$ cat config.mk
export PLATFORM = sky130hd
export DESIGN_NAME = irq_controller_block
export DESIGN_NICKNAME = d
export VERILOG_FILES = /design/src/rtl/mips_pkg.sv /design/src/rtl/irq_edge_sync.sv /design/src/rtl/irq_controller_block.sv
export SDC_FILE = /design/constraint.sdc
export NUM_CORES = 1
export LEC_CHECK = 0
export ABC_AREA = 1
export CAP_MARGIN = 10
export CORE_MARGIN = 3
export CORE_UTILIZATION = 40
export CTS_CLUSTER_DIAMETER = 120
export DETAILED_ROUTE_END_ITERATION = 10
export GPL_ROUTABILITY_DRIVEN = 0
export PLACE_DENSITY_LB_ADDON = 0.12
export SYNTH_ARGS = -nofsm -noshare
export SYNTH_HDL_FRONTEND = slang
export SYNTH_SLANG_ARGS = --single-unit
$ cat constraint.sdc
create_clock -name clk -period 1.1 [get_ports clk]
set_input_delay 0.275 -clock clk [delete_from_list [all_inputs] [get_ports clk]]
set_output_delay 0.275 -clock clk [all_outputs]
set_load 0.03 [all_outputs]
$ cat src/rtl/mips_pkg.sv
// Shared definitions for the interrupt controller: default line count,
// controller state type and the irq id width helper.
package mips_pkg;

    localparam int N_IRQ_DEFAULT = 4;

    typedef enum logic [1:0] {
        IDLE,
        FIRE,
        SERVICE
    } irq_state_t;

    function automatic int irq_id_width(input int n);
        return (n > 1) ? $clog2(n) : 1;
    endfunction

endpackage

$ cat src/rtl/irq_edge_sync.sv
// Per-line rising-edge detector with an optional two-flop input synchronizer
// (enabled by defining IRQ_SYNC_EN).
module irq_edge_sync #(
    parameter int W = 4
) (
    input  logic         clk,
    input  logic         reset,
    input  logic [W-1:0] irq_in,
    output logic [W-1:0] irq_edge
);

    logic [W-1:0] irq_s;
    logic [W-1:0] irq_q;

`ifdef IRQ_SYNC_EN
    logic [W-1:0] sync1;
    logic [W-1:0] sync2;

    always_ff @(posedge clk or negedge reset) begin
        if (!reset) begin
            sync1 <= '0;
            sync2 <= '0;
        end else begin
            sync1 <= irq_in;
            sync2 <= sync1;
        end
    end

    assign irq_s = sync2;
`else
    assign irq_s = irq_in;
`endif

    always_ff @(posedge clk or negedge reset) begin
        if (!reset) begin
            irq_q <= '0;
        end else begin
            irq_q <= irq_s;
        end
    end

    assign irq_edge = irq_s & ~irq_q;

endmodule

$ cat src/rtl/irq_controller_block.sv
// Edge-triggered interrupt controller: pending capture, mask, lowest-index
// priority arbitration and IDLE/FIRE/SERVICE handshake. Optional IRQ_SYNC_EN.
module irq_controller_block
    import mips_pkg::*;
#(
    parameter int N_IRQ = N_IRQ_DEFAULT
) (
    input  logic                            clk,
    input  logic                            reset,
    input  logic [N_IRQ-1:0]                irq_in,
    input  logic                            mask_wr,
    input  logic [N_IRQ-1:0]                mask_data,
    input  logic                            ack,
    output logic                            interrupt,
    output logic [irq_id_width(N_IRQ)-1:0]  irq_id,
    output logic [N_IRQ-1:0]                pending,
    output logic                            in_service
);

    localparam int IW = irq_id_width(N_IRQ);

    irq_state_t       state;
    irq_state_t       state_n;
    logic [N_IRQ-1:0] mask;
    logic [N_IRQ-1:0] irq_edge;
    logic [N_IRQ-1:0] active;
    logic [N_IRQ-1:0] clr;
    logic [IW-1:0]    sel_id;
    logic             found;
    logic             load_id;

    irq_edge_sync #(
        .W(N_IRQ)
    ) u_edge_sync (
        .clk      (clk),
        .reset    (reset),
        .irq_in   (irq_in),
        .irq_edge (irq_edge)
    );

    assign active = pending & mask;

    always_comb begin
        sel_id = '0;
        found  = 1'b0;
        for (int unsigned i = 0; i < N_IRQ; i++) begin
            if (active[i] && !found) begin
                sel_id = IW'(i);
                found  = 1'b1;
            end
        end
    end

    always_comb begin
        state_n    = state;
        interrupt  = 1'b0;
        in_service = 1'b0;
        clr        = '0;
        load_id    = 1'b0;
        case (state)
            IDLE: begin
                if (found) begin
                    load_id = 1'b1;
                    state_n = FIRE;
                end
            end
            FIRE: begin
                interrupt = 1'b1;
                clr       = N_IRQ'(1) << irq_id;
                state_n   = SERVICE;
            end
            SERVICE: begin
                in_service = 1'b1;
                if (ack) begin
                    state_n = IDLE;
                end
            end
            default: state_n = IDLE;
        endcase
    end

    always_ff @(posedge clk or negedge reset) begin
        if (!reset) begin
            state   <= IDLE;
            pending <= '0;
            mask    <= '1;
            irq_id  <= '0;
        end else begin
            state <= state_n;
            // A new edge on the line being cleared keeps it pending.
            pending <= (pending & ~clr) | irq_edge;
            if (mask_wr) begin
                mask <= mask_data;
            end
            if (load_id) begin
                irq_id <= sel_id;
            end
        end
    end

endmodule

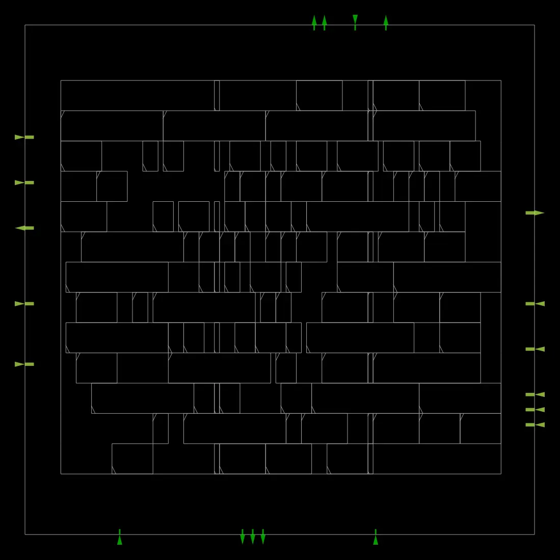
Fig. 1. Placement view.
final core occ: 70.4%
total core area: 1400 µm²
fill count: 109
sequential portion of the cell area: 41.2%

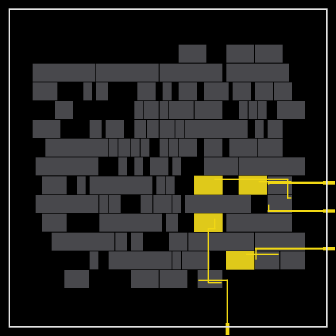
Fig. 2. Nets reached from selected ports.
mask_data -> yellow  # direction input, edge 3 east, 1 south, end cells 4, buffers 4, wire 73.9 µm
Ports: 20
PortBufs: 19

==> ci_impl_report.md <==
## Implementation flow summary

| Metric | Value |
|---|---|
| Area leader share | 47.4% |
| Final worst slack | -0.164 ns |
| Most used flip-flop cell | dfrtp_1 |
| Failing checks | negative setup slack |
| R2r setup slk | -0.05 ns |
| Vias in the first global route | 514 |
| Metal2 WL | 586 µm |
| P_clk | 0.371 mW |
| Hold Path Class | input port to async pin |
| DP HPWL | 867 µm |
| Placed cell areas | 845 µm² |
| Drt via density | 4.75 |
| Slowest library cell on the worst path | dfrtp_1 |
| Status | finished with violations |
| Share of cells above drive strength 1 | 38.7% |
| Clock share of power | 14.0% |
| WS Path Type | flip-flop to output port |
| Placed cell count | 95 |
| Final Max Slew Viols | 0 |
| Area delta synth->final | 55.5% |
| #FFs+latches synth | 16 |
| Sequential power | 0.886 mW |
| Xor/xnor share | 0% |
| Yosys cell types | 12 |
| DP Worst Slack | -0.173 ns |
| Top Metal Used | met3 |
| Final setup fails | 8 |
| Residual DRC | 0 |
| CP peak stage delay | 0.42 ns |
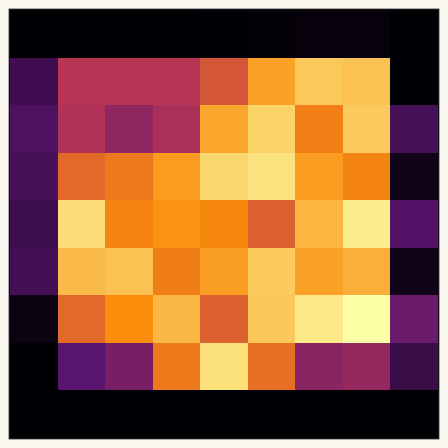
Fig. 3. Cell area per tile.
9 x 9 tiles, from black (low) to pale yellow (high), 0 to 100% covered.
densest ninth of the die = centre
fullest tile = 100%
mean over tiles = 46%
nearly empty tiles = 25%
Initial Util: 45.3%

-- layout make-up --
type	instances	area (µm²)
Sequential cell	16	405
Tap cell	15	18.8
Clock buffer	4	36.3
Multi-Input combinational cell	35	199
Inverter	9	33.8
Fill cell	109	414
Timing Repair Buffer	29	292
-- cell usage in the layout (no fill, tap or decap), drive strengths merged --
cell | netlist | routed
o21ai | 8 | 8
dfstp | 4 | 4
mux2 | 4 | 4
nand3 | 3 | 3
nand2 | 16 | 16
buf | 0 | 18
clkdlybuf4s50 | 0 | 11
nor2 | 3 | 3
inv | 9 | 9
dfrtp | 12 | 12
clkbuf | 0 | 4
o21bai | 1 | 1
-- per-layer routing --
layer  vias to the layer above  global-route usage [%]
li1                        261                       -
met1                       239                    17.2
met2                        13                    24.0
met3                         0                    5.93
met4                         0                    3.41
met5                         -                       0
Power figures rest on the tool's default switching activity, not on a simulated workload.
